--- src/rtl/apb_mem_responder_if.sv ---
// apb_mem_responder_if: APB select/strobe/address/data bundle with completer response signals
interface apb_mem_responder_if;
   logic        sel;
   logic        enable;
   logic        write;
   logic [31:0] addr;
   logic [31:0] data;
   logic [31:0] PRDATA;
   logic        PREADY;
   logic        PSLVERR;
   modport master (output sel, enable, write, addr, data, input PRDATA, PREADY, PSLVERR);
   modport slave (input sel, enable, write, addr, data, output PRDATA, PREADY, PSLVERR);
endinterface

--- src/rtl/apb_mem_responder.sv ---
// apb_mem_responder: APB completer with word memory and wait states; APB_RESP_ERR_EN enables address-error responses
module apb_mem_responder #(
   parameter int DEPTH       = 16,
   parameter int WAIT_STATES = 1
) (
   input  logic               PCLK,
   input  logic               PRESET,
   apb_mem_responder_if.slave bus
);
   localparam int AW = $clog2(DEPTH);
   typedef enum logic {IDLE, ACCESS} state_t;
   state_t          state, state_n;
   logic [3:0]      cnt;
   logic            err, wr, setup, done, stall, ready, addr_err, err_in;
   logic [AW-1:0]   widx, idx_in;
   logic [31:0]     rdata;
   logic [31:0]     mem [DEPTH];
   // next state and per-edge transfer decode
   always_comb begin
      setup    = bus.sel & ~bus.enable;
      done     = (state == ACCESS) & bus.sel & bus.enable & (cnt == 4'd0);
      stall    = (state == ACCESS) & bus.sel & bus.enable & (cnt != 4'd0);
      ready    = (state == ACCESS) & (cnt == 4'd0);
      addr_err = (bus.addr[1:0] != 2'b00) | (|bus.addr[31:AW+2]);
      idx_in   = bus.addr[AW+1:2];
      state_n  = setup ? ACCESS : ((state == ACCESS) && (!bus.sel || done)) ? IDLE : state;
   end
`ifdef APB_RESP_ERR_EN
   assign err_in = addr_err;
`else
   logic unused_addr_err;
   assign unused_addr_err = addr_err;
   assign err_in = 1'b0;
`endif
   // state register
   always_ff @(posedge PCLK or posedge PRESET) begin
      if (PRESET) state <= IDLE;
      else        state <= state_n;
   end
   // setup capture: wait count, error flag, word index, direction and read data
   always_ff @(posedge PCLK or posedge PRESET) begin
      if (PRESET) begin
         cnt   <= '0;
         err   <= 1'b0;
         wr    <= 1'b0;
         widx  <= '0;
         rdata <= '0;
      end else if (setup) begin
         cnt  <= 4'(WAIT_STATES);
         err  <= err_in;
         wr   <= bus.write;
         widx <= idx_in;
         if (!bus.write) rdata <= err_in ? 32'd0 : mem[idx_in];
      end else if (stall) begin
         cnt <= cnt - 4'd1;
      end
   end
   // memory: cleared on reset, written at a clean write completion with the data present then
   always_ff @(posedge PCLK or posedge PRESET) begin
      if (PRESET) begin
         for (int i = 0; i < DEPTH; i++) mem[i] <= '0;
      end else if (done && wr && !err) begin
         mem[widx] <= bus.data;
      end
   end
   assign bus.PRDATA  = rdata;
   assign bus.PREADY  = ready;
`ifdef APB_RESP_ERR_EN
   assign bus.PSLVERR = ready & err;
`else
   assign bus.PSLVERR = 1'b0;
   logic unused_err;
   assign unused_err = err;
`endif
endmodule
--- src/flat_wrapper.sv ---
// flat-port wrapper written by rule: the top's interface ports become plain ports
module apb_mem_responder_flat 
#(
   parameter int DEPTH       = 16,
   parameter int WAIT_STATES = 1
)
  (PCLK, PRESET, bus_sel, bus_enable, bus_write, bus_addr, bus_data, bus_PRDATA, bus_PREADY, bus_PSLVERR);
  apb_mem_responder_if bus_i ();
  input  logic PCLK;
  input  logic PRESET;
  input wire logic [$bits(bus_i.sel)-1:0] bus_sel;
  input wire logic [$bits(bus_i.enable)-1:0] bus_enable;
  input wire logic [$bits(bus_i.write)-1:0] bus_write;
  input wire logic [$bits(bus_i.addr)-1:0] bus_addr;
  input wire logic [$bits(bus_i.data)-1:0] bus_data;
  output wire logic [$bits(bus_i.PRDATA)-1:0] bus_PRDATA;
  output wire logic [$bits(bus_i.PREADY)-1:0] bus_PREADY;
  output wire logic [$bits(bus_i.PSLVERR)-1:0] bus_PSLVERR;
  assign bus_i.sel = bus_sel;
  assign bus_i.enable = bus_enable;
  assign bus_i.write = bus_write;
  assign bus_i.addr = bus_addr;
  assign bus_i.data = bus_data;
  assign bus_PRDATA = bus_i.PRDATA;
  assign bus_PREADY = bus_i.PREADY;
  assign bus_PSLVERR = bus_i.PSLVERR;
  apb_mem_responder #(.DEPTH(DEPTH), .WAIT_STATES(WAIT_STATES)) u_core (.PCLK(PCLK), .PRESET(PRESET), .bus(bus_i));
endmodule
--- config.mk ---
export PLATFORM = sky130hd
export DESIGN_NAME = apb_mem_responder_flat
export DESIGN_NICKNAME = d
export VERILOG_FILES = /design/src/rtl/apb_mem_responder_if.sv /design/src/rtl/apb_mem_responder.sv /design/src/flat_wrapper.sv
export SDC_FILE = /design/constraint.sdc
export NUM_CORES = 1
export LEC_CHECK = 0
export CELL_PAD_IN_SITES_DETAIL_PLACEMENT = 0
export CELL_PAD_IN_SITES_GLOBAL_PLACEMENT = 1
export CORE_MARGIN = 2
export CORE_UTILIZATION = 50
export CTS_CLUSTER_DIAMETER = 100
export DETAILED_ROUTE_END_ITERATION = 10
export PLACE_DENSITY = 0.76
export SLEW_MARGIN = 20
export SYNTH_ARGS = -nofsm -noshare
export SYNTH_HDL_FRONTEND = slang
export SYNTH_SLANG_ARGS = --single-unit
--- constraint.sdc ---
create_clock -name PCLK -period 24.7 [get_ports PCLK]
set_clock_uncertainty 0.1 [all_clocks]
set_input_delay 2.47 -clock PCLK [delete_from_list [all_inputs] [get_ports PCLK]]
set_output_delay 2.47 -clock PCLK [all_outputs]
set_load 0.01 [all_outputs]
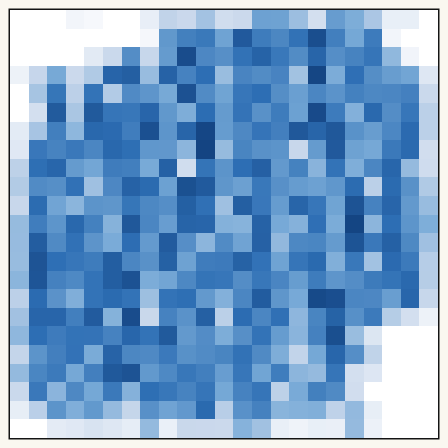
(run_1/density.png)
The die is cut into 23 by 23 equal tiles; white is low, dark blue is high, 0 to 100% covered.
mean over tiles = 53%
nearly empty tiles = 8.1%
fullest tile = 92%
tiles over 75% full = 17%

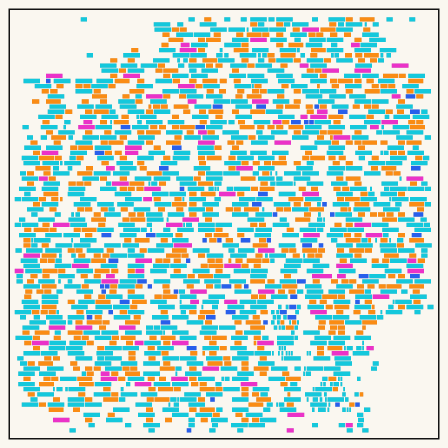
(run_1/drive_strength.png)
blue -> drive 3 to 4  # cells 62, share 3.8%
cyan -> drive 1 or less  # cells 830, share 51%
orange -> drive 2  # cells 635, share 39%
magenta -> drive 6 and up  # cells 86, share 5.3%
number of ordinary and repair buffers in the finished layout: 101
minimum setup slack in the final design: 19.28 ns

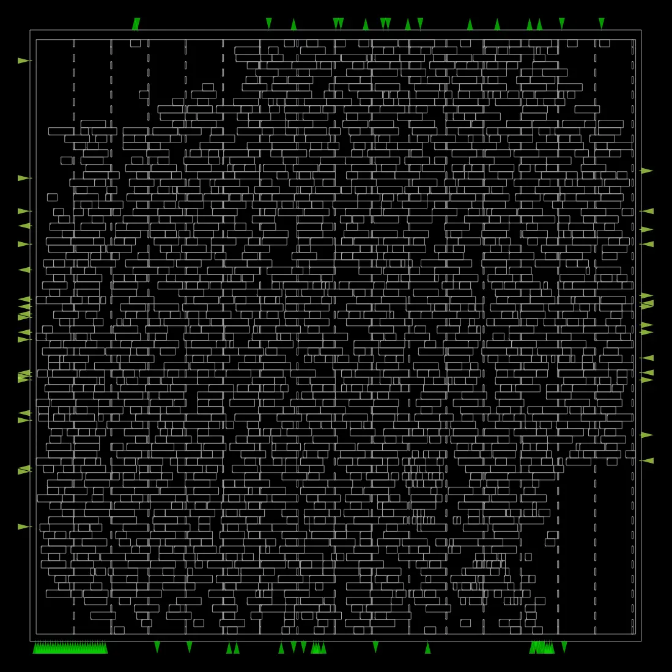
(run_1/final_placement.png)
post-route insts no fill: 2277
number of rows created at floorplan: 81

==> flow report, run 1 <==
CLOCK NETWORK
--------------------------------------------------------------------------------------
Number of buffers added by the clock tree synthesis step                            57
Cells resized by post-CTS repair                                                     0
CTS tree                                                                         built
Bufs on Longest Clock Path                                                           3
Clk_lat worst skew                                                             0.62 ns
Buffers inserted during post-CTS setup optimization                                  0
Number of H-tree branching levels                                                    2
Clock slew at the register clock pins of the worst setup and hold paths        0.06 ns
CTS Sinks                                                                          554
Clock root buffer master                                                  sky130_fd_sc_hd__clkbuf_16
Hold-fix buffer count after cts                                                      0

FLOORPLANNING
--------------------------------------------------------------------------------------
Count of boundary I/O pins                                                         103
TAP cells                                                                          664
Die Height                                                                 227 microns
Core Region                                                                49000 sq um
Width of the die                                                           227 microns
Share of the core filled by cells before placement                               50.6%

ROUTE
--------------------------------------------------------------------------------------
Top routing layer in use                                                          met4
Via density                                                                       5.92
Met3 Wirelength                                                           2290 microns
Residual antenna-violating net count after detailed routing                          0
Met2 wire length                                                          26700 microns
Routed wire length                                                        55100 microns
Routed metal-1 wire length                                                25200 microns
Routed via count                                                                 13500
Violation count after the first detailed-routing iteration                         791

YOSYS
--------------------------------------------------------------------------------------
Number of flops mapped to enable cells by yosys                                      0
Summed standard-cell area reported by yosys                                24800 sq um
Sequential share of the synthesized area                                         56.0%
Number of synthesized register bits                                                554
Main synth FF type                                                        sky130_fd_sc_hd__dfrtp_1
Multiplexer share of the synthesized area                                        38.0%
Post-synthesis instance area                                               24800 sq um
Yosys top cell by instances                                               sky130_fd_sc_hd__dfrtp_1
Cell taking the most area after synthesis                                 sky130_fd_sc_hd__dfrtp_1
Main logic family                                                         multiplexers
Average instance area after synthesis                                       16.1 sq um
Most frequent cells after synthesis                                       554 x sky130_fd_sc_hd__dfrtp_1, 488 x sky130_fd_sc_hd__mux2_2, 128 x sky130_fd_sc_hd__mux4_2, 71 x sky130_fd_sc_hd__buf_2, 44 x sky130_fd_sc_hd__mux2i_1
Total nets after synthesis                                                        1612
Tally of unique sky130hd cells used after synthesis                                 35
Post-Synth AOI/OAI Area                                                          1.46%
Cell total in the yosys stat output                                               1542
Number of warning messages in the yosys log                                          0
Gate Count Post-Synth                                                             1542
Top area cell types                                                       sky130_fd_sc_hd__dfrtp_1 56%, sky130_fd_sc_hd__mux2_2 22%, sky130_fd_sc_hd__mux4_2 12%
Ys async rst share                                                                100%
Xor-xnor portion of the synthesized cell area                                   0.106%
Simple logic cell fraction of the synthesized area                               1.73%

FINAL LAYOUT
--------------------------------------------------------------------------------------
Number of inserted diodes                                                            0
Final core occ                                                                   56.9%
Net count reported at finish                                                      1637
Post-route standard cell area excluding fillers                            27900 sq um
Multi-input gate share of the layout cell area                                   36.9%
Top class by area                                                         sequential cells
Combinational cell area excluding buffers and inverters                    10300 sq um
Area growth from synthesis to layout                                             12.5%
Combined flip-flop and latch cell area                                     13900 sq um
Clock-cell share                                                                 6.73%
Seq/total area                                                                   49.8%
Largest Register                                                            u_core.mem
Non-clock inverter count                                                             4
Relative area of non-clock buffer cells in the final design                      3.53%
Fraction of final layout cells with drive strength greater than 1                48.5%
Filler cell count                                                                 3868
Number of flip-flops in the largest register                                       512
Top logic cell by instance count in the layout                            sky130_fd_sc_hd__dfrtp_1
Leading cell types in the layout, fill and taps excluded                  554 x sky130_fd_sc_hd__dfrtp_1, 488 x sky130_fd_sc_hd__mux2_2, 128 x sky130_fd_sc_hd__mux4_2, 70 x sky130_fd_sc_hd__clkdlybuf4s50_1, 57 x sky130_fd_sc_hd__clkbuf_16

POWER AND IR DROP
--------------------------------------------------------------------------------------
Power of the combinational group                                             0.0974 mW
Fraction of power consumed by combinational cells                                 5.2%
Total power draw                                                               1.88 mW
Clock group share of total power                                                 45.1%
Switching power                                                               0.430 mW
Power dissipated in sequential cells                                          0.932 mW
Leakage power                                                                  13.7 nW
Clk pwr                                                                       0.847 mW
Pwr top                                                                      registers
Switching Fraction                                                               22.9%
Worst IR Drop VDD                                                              53.2 uV
Power density relative to cell area                                       67.3 nW/um^2
Register share of total power                                                    49.7%
Internal                                                                       1.45 mW

JOB
--------------------------------------------------------------------------------------
Warning total across the stage logs                                                 58

STA
--------------------------------------------------------------------------------------
Final number of max-transition violations                                            0
Crit path time final                                                           5.42 ns
Worst-case headroom to the max-slew limit                                        26.1%
Maximum clock frequency                                                      0.184 GHz
Setup repair after global routing missed its margin                              false
Count of final setup violators                                                       0
Pin slew with the least headroom to its limit                                  1.10 ns
Crit share post-route                                                            21.9%

SETUP PATH
--------------------------------------------------------------------------------------
Slowest library cell on the worst path                                    sky130_fd_sc_hd__buf_4
Worst R2R End                                                             u_core.mem[137]
Critical Path Fanout Max                                                           125
Critical path class                                                        in -> async
Levels on crit path                                                                  5
Signal arrival time at the worst endpoint                                      5.98 ns
Bufs and invs on worst path                                                          5
Most common cell on crit path                                             sky130_fd_sc_hd__buf_6
Worst Reg2Reg Path Length in Cells                                                   7
Cell-by-cell listing of the critical path                                 clkdlybuf4s50_1 -> inv_8 -> buf_4 -> buf_6 -> buf_6
Crit end category                                                            async pin
Required time of the critical path                                            25.26 ns
Critical Path Source                                                            PRESET
Type of origin of the critical path                                          input pin
Slowest Stage Delay on Critical Path                                           0.87 ns
Last element of the critical path                                         u_core.bus.PRDATA[13]
Setup slack of the most critical reg-to-reg path                              21.46 ns

GLOBAL ROUTING
--------------------------------------------------------------------------------------
Pin count of the biggest net entering global routing                               194
Most used routing layer                                                           met2
Global routing usage on met1                                                     32.3%
Total Routing Usage GR                                                           22.4%
Antenna violations before repair                                                     0
Wire length of the first global-routing pass                              86000 microns
Met3 routing resource usage after global routing                                 3.28%
Vias in the first global route                                                   14200
Grt total ovfl                                                                       0

HOLD PATH
--------------------------------------------------------------------------------------
Hold-critical path endpoint                                               u_core.mem[273]
Start point of the worst hold path                                        u_core.mem[273]
Worst hold-check path type                                                  reg -> reg
Cells on Worst Hold Path                                                             1

OUTCOME
--------------------------------------------------------------------------------------
Status                                                                    finished clean

PLACE
--------------------------------------------------------------------------------------
Dpl hpwl                                                                  30200 microns
Placement Setup Slack                                                         17.84 ns
Inst Count DP                                                                     2171
Number of buffer cells added on primary ports                                       73
DP Area                                                                    26000 sq um
Last weighted congestion value of the routability-driven placer                  0.693

==> inputs of run 2 (changes only) <==
CORE_UTILIZATION = 47   (was 50)
PLACE_DENSITY = 0.75   (was 0.76)
clock period = 4.55 ns   (was 24.7 ns; I/O delays follow)
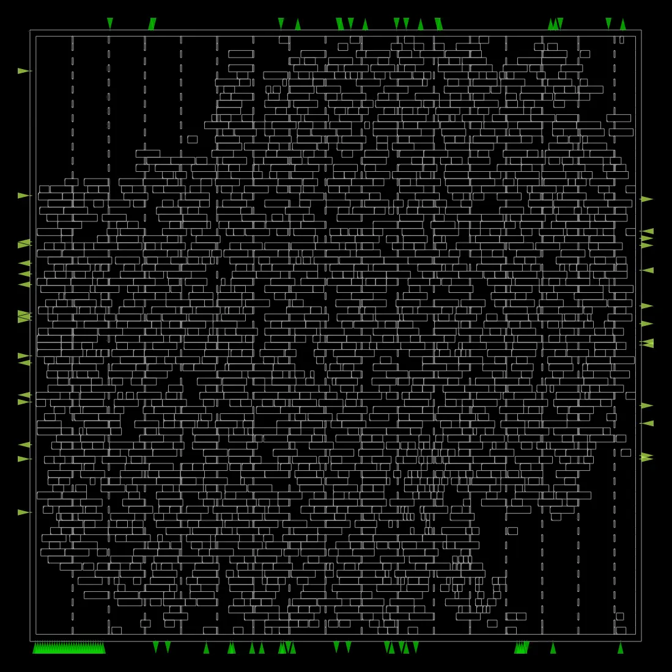
(run_2/final_placement.png)
number of rows created at floorplan: 84
Core Region: 52300 sq um
Seq/total area: 49.2%
filler cell count: 4200

==> flow report, run 2 <==
GLOBAL ROUTING
--------------------------------------------------------------------------------------
Global routing usage on met1                                                     29.8%   -2.6 points
Total Routing Usage GR                                                           21.4%   -0.99 points
Wire length of the first global-routing pass                              88200 microns   +2.5%
Met3 routing resource usage after global routing                                 3.06%   -0.21 points
Most used routing layer                                                           met2

FINAL LAYOUT
--------------------------------------------------------------------------------------
Relative area of non-clock buffer cells in the final design                      4.35%   +0.83 points
Fraction of final layout cells with drive strength greater than 1                49.4%   +0.81 points
Combinational cell area excluding buffers and inverters                    10300 sq um   unchanged
Largest Register                                                            u_core.mem
Clock-cell share                                                                 6.75%   +0.019 points
Post-route standard cell area excluding fillers                            28200 sq um   +1.1%
Number of inserted diodes                                                            0   unchanged
Top class by area                                                         sequential cells
Area growth from synthesis to layout                                             13.6%
Combined flip-flop and latch cell area                                     13900 sq um   unchanged
Number of ordinary and repair buffers in the finished layout                       117   +16%
Top logic cell by instance count in the layout                            sky130_fd_sc_hd__dfrtp_1
Number of flip-flops in the largest register                                       512   unchanged
Multi-input gate share of the layout cell area                                   36.5%   -0.39 points
Net count reported at finish                                                      1653   +0.98%
Leading cell types in the layout, fill and taps excluded                  554 x sky130_fd_sc_hd__dfrtp_1, 488 x sky130_fd_sc_hd__mux2_2, 128 x sky130_fd_sc_hd__mux4_2, 70 x sky130_fd_sc_hd__clkdlybuf4s50_1, 57 x sky130_fd_sc_hd__clkbuf_16
Post-route insts no fill                                                          2317   +1.8%
Final core occ                                                                   53.8%   -3.1 points

POWER AND IR DROP
--------------------------------------------------------------------------------------
Fraction of power consumed by combinational cells                                 5.3%   about the same
Internal                                                                       7.94 mW   +450%
Pwr top                                                                      registers
Clk pwr                                                                        4.67 mW   +450%
Switching Fraction                                                               22.7%   -0.24 points
Total power draw                                                               10.3 mW   +450%
Worst IR Drop VDD                                                               356 uV   +570%
Power dissipated in sequential cells                                           5.06 mW   +440%
Power density relative to cell area                                        365 nW/um^2   +440%

FLOORPLANNING
--------------------------------------------------------------------------------------
Die Height                                                                 234 microns   +3.1%
TAP cells                                                                          688   +3.6%
Width of the die                                                           234 microns   +3.1%
Count of boundary I/O pins                                                         103   unchanged
Share of the core filled by cells before placement                               47.3%   -3.3 points

STA
--------------------------------------------------------------------------------------
Worst-case headroom to the max-slew limit                                        27.3%   +1.2 points
Setup repair after global routing missed its margin                              false
Pin slew with the least headroom to its limit                                  1.09 ns   -0.0138 ns
Maximum clock frequency                                                      0.320 GHz
Final number of max-transition violations                                            0   unchanged
Crit path time final                                                           3.13 ns
Crit share post-route                                                            68.7%
Count of final setup violators                                                       0   unchanged

YOSYS
--------------------------------------------------------------------------------------
Main synth FF type                                                        sky130_fd_sc_hd__dfrtp_1
Gate Count Post-Synth                                                             1542   unchanged
Number of warning messages in the yosys log                                          0   unchanged
Cell taking the most area after synthesis                                 sky130_fd_sc_hd__dfrtp_1
Number of flops mapped to enable cells by yosys                                      0   unchanged
Tally of unique sky130hd cells used after synthesis                                 35   unchanged
Total nets after synthesis                                                        1612   unchanged
Average instance area after synthesis                                       16.1 sq um   unchanged
Xor-xnor portion of the synthesized cell area                                   0.106%   unchanged
Summed standard-cell area reported by yosys                                24800 sq um   unchanged
Yosys top cell by instances                                               sky130_fd_sc_hd__dfrtp_1
Main logic family                                                         multiplexers
Most frequent cells after synthesis                                       554 x sky130_fd_sc_hd__dfrtp_1, 488 x sky130_fd_sc_hd__mux2_2, 128 x sky130_fd_sc_hd__mux4_2, 71 x sky130_fd_sc_hd__buf_2, 44 x sky130_fd_sc_hd__mux2i_1
Post-synthesis instance area                                               24800 sq um   unchanged
Post-Synth AOI/OAI Area                                                          1.46%   unchanged
Cell total in the yosys stat output                                               1542   unchanged
Top area cell types                                                       sky130_fd_sc_hd__dfrtp_1 56%, sky130_fd_sc_hd__mux2_2 22%, sky130_fd_sc_hd__mux4_2 12%

PLACE
--------------------------------------------------------------------------------------
Inst Count DP                                                                     2212   +1.9%
Dpl hpwl                                                                  32100 microns   +6.1%
DP Area                                                                    26300 sq um   +1.2%
Number of buffer cells added on primary ports                                       73   unchanged
Last weighted congestion value of the routability-driven placer                  0.730   +5.3%

SETUP PATH
--------------------------------------------------------------------------------------
Levels on crit path                                                                  7   +2
Critical path class                                                         reg -> reg
Worst R2R End                                                             u_core.mem[402]
Slowest Stage Delay on Critical Path                                           0.71 ns   -0.16 ns
Bufs and invs on worst path                                                          2   -3
Critical Path Fanout Max                                                            24   -81%
Worst Reg2Reg Path Length in Cells                                                   7   unchanged
Signal arrival time at the worst endpoint                                      3.51 ns   -2.47 ns
Cell-by-cell listing of the critical path                                 inv_1 -> ha_1 -> and4bb_2 -> nand4_2 -> or3_2 -> buf_4 -> mux2_4
Critical Path Source                                                      u_core.cnt[0]
Required time of the critical path                                             4.93 ns   -20.33 ns
Setup slack of the most critical reg-to-reg path                               1.42 ns   -20.04 ns
Slowest library cell on the worst path                                    sky130_fd_sc_hd__or3_2

CLOCK NETWORK
--------------------------------------------------------------------------------------
Cells resized by post-CTS repair                                                     0   unchanged
Bufs on Longest Clock Path                                                           3   unchanged
Hold-fix buffer count after cts                                                      0   unchanged
Number of buffers added by the clock tree synthesis step                            57   unchanged
Clock slew at the register clock pins of the worst setup and hold paths        0.06 ns   about the same
Clk_lat worst skew                                                             0.62 ns   about the same
CTS tree                                                                         built
Buffers inserted during post-CTS setup optimization                                  0   unchanged

ROUTE
--------------------------------------------------------------------------------------
Routed wire length                                                        56400 microns   +2.4%
Routed metal-1 wire length                                                25700 microns   +2.0%
Residual antenna-violating net count after detailed routing                          0   unchanged
Via density                                                                       5.78   -2.3%

HOLD PATH
--------------------------------------------------------------------------------------
Worst hold-check path type                                                 in -> async

OUTCOME
--------------------------------------------------------------------------------------
Status                                                                    finished clean

==> inputs of run 3 (changes only) <==
CORE_UTILIZATION = 50   (was 47)
PLACE_DENSITY = 0.76   (was 0.75)
clock period = 3.2 ns   (was 4.55 ns; I/O delays follow)
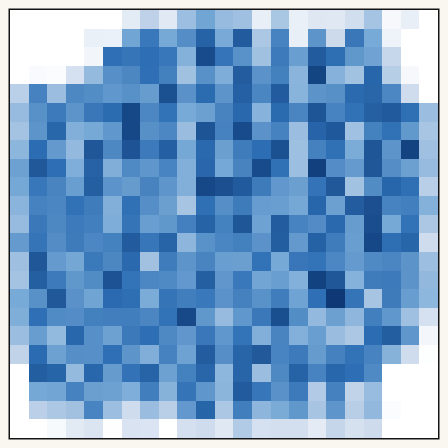
(run_3/density.png)
The die is cut into 23 by 23 equal tiles; white is low, dark blue is high, 0 to 100% covered.
fullest tile = 96%
nearly empty tiles = 7.9%
tiles over 75% full = 17%
mean over tiles = 54%

==> flow report, run 3 <==
OUTCOME
--------------------------------------------------------------------------------------
Status                                                                    finished clean

STA
--------------------------------------------------------------------------------------
Count of final setup violators                                                       0   unchanged
Crit path time final                                                           2.83 ns
Setup repair after global routing missed its margin                              false
Worst-case headroom to the max-slew limit                                        46.6%   +19 points
Final number of max-transition violations                                            0   unchanged
Crit share post-route                                                            88.4%
Final setup TNS                                                                   0 ns
Pin slew with the least headroom to its limit                                 0.799 ns   -0.291 ns
Maximum clock frequency                                                      0.353 GHz

FINAL LAYOUT
--------------------------------------------------------------------------------------
Number of inserted diodes                                                            1   +1
Leading cell types in the layout, fill and taps excluded                  554 x sky130_fd_sc_hd__dfrtp_1, 488 x sky130_fd_sc_hd__mux2_2, 128 x sky130_fd_sc_hd__mux4_2, 70 x sky130_fd_sc_hd__clkdlybuf4s50_1, 59 x sky130_fd_sc_hd__clkbuf_16
Area growth from synthesis to layout                                             14.4%
Post-route standard cell area excluding fillers                            28400 sq um   +0.70%
Multi-input gate share of the layout cell area                                   36.3%   -0.25 points
Post-route insts no fill                                                          2307   -0.43%
Number of flip-flops in the largest register                                       512   unchanged
Top logic cell by instance count in the layout                            sky130_fd_sc_hd__dfrtp_1
Final core occ                                                                   57.9%   +4.1 points
Combined flip-flop and latch cell area                                     13900 sq um   unchanged
Net count reported at finish                                                      1667   +0.85%
Clock-cell share                                                                 6.75%   about the same
Filler cell count                                                                 3793   -9.7%
Number of ordinary and repair buffers in the finished layout                       130   +11%
Combinational cell area excluding buffers and inverters                    10300 sq um   unchanged
Top class by area                                                         sequential cells
Fraction of final layout cells with drive strength greater than 1                49.4%   about the same

CLOCK NETWORK
--------------------------------------------------------------------------------------
Cells resized by post-CTS repair                                                     0   unchanged
Hold-fix buffer count after cts                                                      0   unchanged
Clk_lat worst skew                                                             0.61 ns   about the same
CTS tree                                                                         built
Buffers inserted during post-CTS setup optimization                                  0   unchanged
CTS Sinks                                                                          554
Clock slew at the register clock pins of the worst setup and hold paths        0.06 ns   about the same
Number of buffers added by the clock tree synthesis step                            58   +1.8%

YOSYS
--------------------------------------------------------------------------------------
Number of flops mapped to enable cells by yosys                                      0   unchanged
Yosys top cell by instances                                               sky130_fd_sc_hd__dfrtp_1
Main synth FF type                                                        sky130_fd_sc_hd__dfrtp_1
Post-synthesis instance area                                               24800 sq um   unchanged
Tally of unique sky130hd cells used after synthesis                                 35   unchanged
Average instance area after synthesis                                       16.1 sq um   unchanged
Gate Count Post-Synth                                                             1542   unchanged
Post-Synth AOI/OAI Area                                                          1.46%   unchanged
Summed standard-cell area reported by yosys                                24800 sq um   unchanged
Xor-xnor portion of the synthesized cell area                                   0.106%   unchanged
Top area cell types                                                       sky130_fd_sc_hd__dfrtp_1 56%, sky130_fd_sc_hd__mux2_2 22%, sky130_fd_sc_hd__mux4_2 12%
Cell total in the yosys stat output                                               1542   unchanged
Total nets after synthesis                                                        1612   unchanged
Most frequent cells after synthesis                                       554 x sky130_fd_sc_hd__dfrtp_1, 488 x sky130_fd_sc_hd__mux2_2, 128 x sky130_fd_sc_hd__mux4_2, 71 x sky130_fd_sc_hd__buf_2, 44 x sky130_fd_sc_hd__mux2i_1
Cell taking the most area after synthesis                                 sky130_fd_sc_hd__dfrtp_1

SETUP PATH
--------------------------------------------------------------------------------------
Worst Reg2Reg Path Length in Cells                                                   7   unchanged
Signal arrival time at the worst endpoint                                      2.41 ns   -1.10 ns
Reg2Reg Launch Point                                                      u_core.cnt[0]
Worst R2R End                                                             u_core.mem[398]
Slowest Stage Delay on Critical Path                                           0.54 ns   -0.17 ns
Bufs and invs on worst path                                                          2   unchanged
Critical path class                                                         reg -> out
Required time of the critical path                                             2.78 ns   -2.15 ns
Levels on crit path                                                                  5   -2
Cell-by-cell listing of the critical path                                 inv_1 -> ha_1 -> or3b_2 -> nor2_1 -> clkdlybuf4s50_1
Slowest library cell on the worst path                                    sky130_fd_sc_hd__clkdlybuf4s50_1
Type of origin of the critical path                                           register
Critical Path Fanout Max                                                             4   -83%
Critical Path Source                                                      u_core.cnt[0]

POWER AND IR DROP
--------------------------------------------------------------------------------------
Clock group share of total power                                                 45.6%
Switching Fraction                                                               22.2%   -0.54 points
Internal                                                                       11.4 mW   +44%
Total power draw                                                               14.7 mW   +43%
Worst IR Drop VDD                                                               423 uV   +19%
Pwr top                                                                      registers
Clk pwr                                                                        6.69 mW   +43%
Power density relative to cell area                                        518 nW/um^2   +42%

ROUTE
--------------------------------------------------------------------------------------
Residual antenna-violating net count after detailed routing                          0   unchanged
Routed wire length                                                        55700 microns   -1.4%
Routed metal-1 wire length                                                25000 microns   -3.1%
Via density                                                                       5.86   +1.4%

PLACE
--------------------------------------------------------------------------------------
Last weighted congestion value of the routability-driven placer                  0.736   +0.77%
Inst Count DP                                                                     2201   -0.50%
Number of buffer cells added on primary ports                                       73   unchanged
DP Area                                                                    26400 sq um   +0.69%

GLOBAL ROUTING
--------------------------------------------------------------------------------------
Global routing usage on met1                                                     31.9%   +2.1 points
Total Routing Usage GR                                                           22.8%   +1.4 points
Wire length of the first global-routing pass                              87800 microns   -0.45%
Most used routing layer                                                           met2
Vias in the first global route                                                   14500
Met3 routing resource usage after global routing                                 3.29%   +0.23 points

HOLD PATH
--------------------------------------------------------------------------------------
Worst hold-check path type                                                 in -> async

FLOORPLANNING
--------------------------------------------------------------------------------------
Width of the die                                                           227 microns   -3.0%
TAP cells                                                                          664   -3.5%
Die Height                                                                 227 microns   -3.0%
Share of the core filled by cells before placement                               50.6%   +3.3 points
Number of rows created at floorplan                                                 81   -3.6%
Core Region                                                                49000 sq um   -6.5%
Area of the die                                                            51400 sq um


==> layout pictures side by side <==
Close-up of the layout.
image #1
Window x 160 to 180, y 160 to 180 microns. Cells in gray, sequential cells in the stronger gray; small squares are vias.
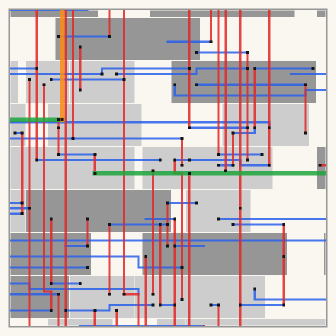
image #2
Window x 165 to 185, y 165 to 185 microns. Cells in gray, sequential cells in the stronger gray; small squares are vias.
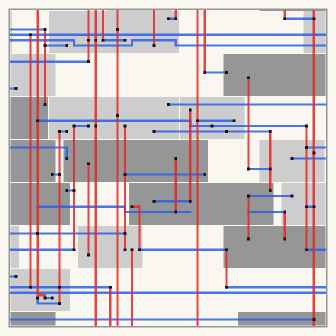
image #3
Window x 160 to 180, y 160 to 180 microns. Cells in gray, sequential cells in the stronger gray; small squares are vias.
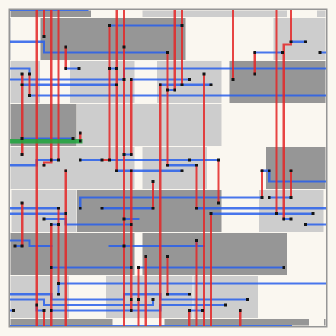
For run 1, see image #1.
For run 2, see image #2.
For run 3, see image #3.

Key to image #3:
red -> met2
blue -> met1
green -> met3
cells with their middle in the window = 16
sequential cells in the window = 5
most frequent = mux2_2 (8), dfrtp_1 (5)
netlist names of flops here include = u_core.mem (5)

Power is estimated from default activity; no workload was simulated.
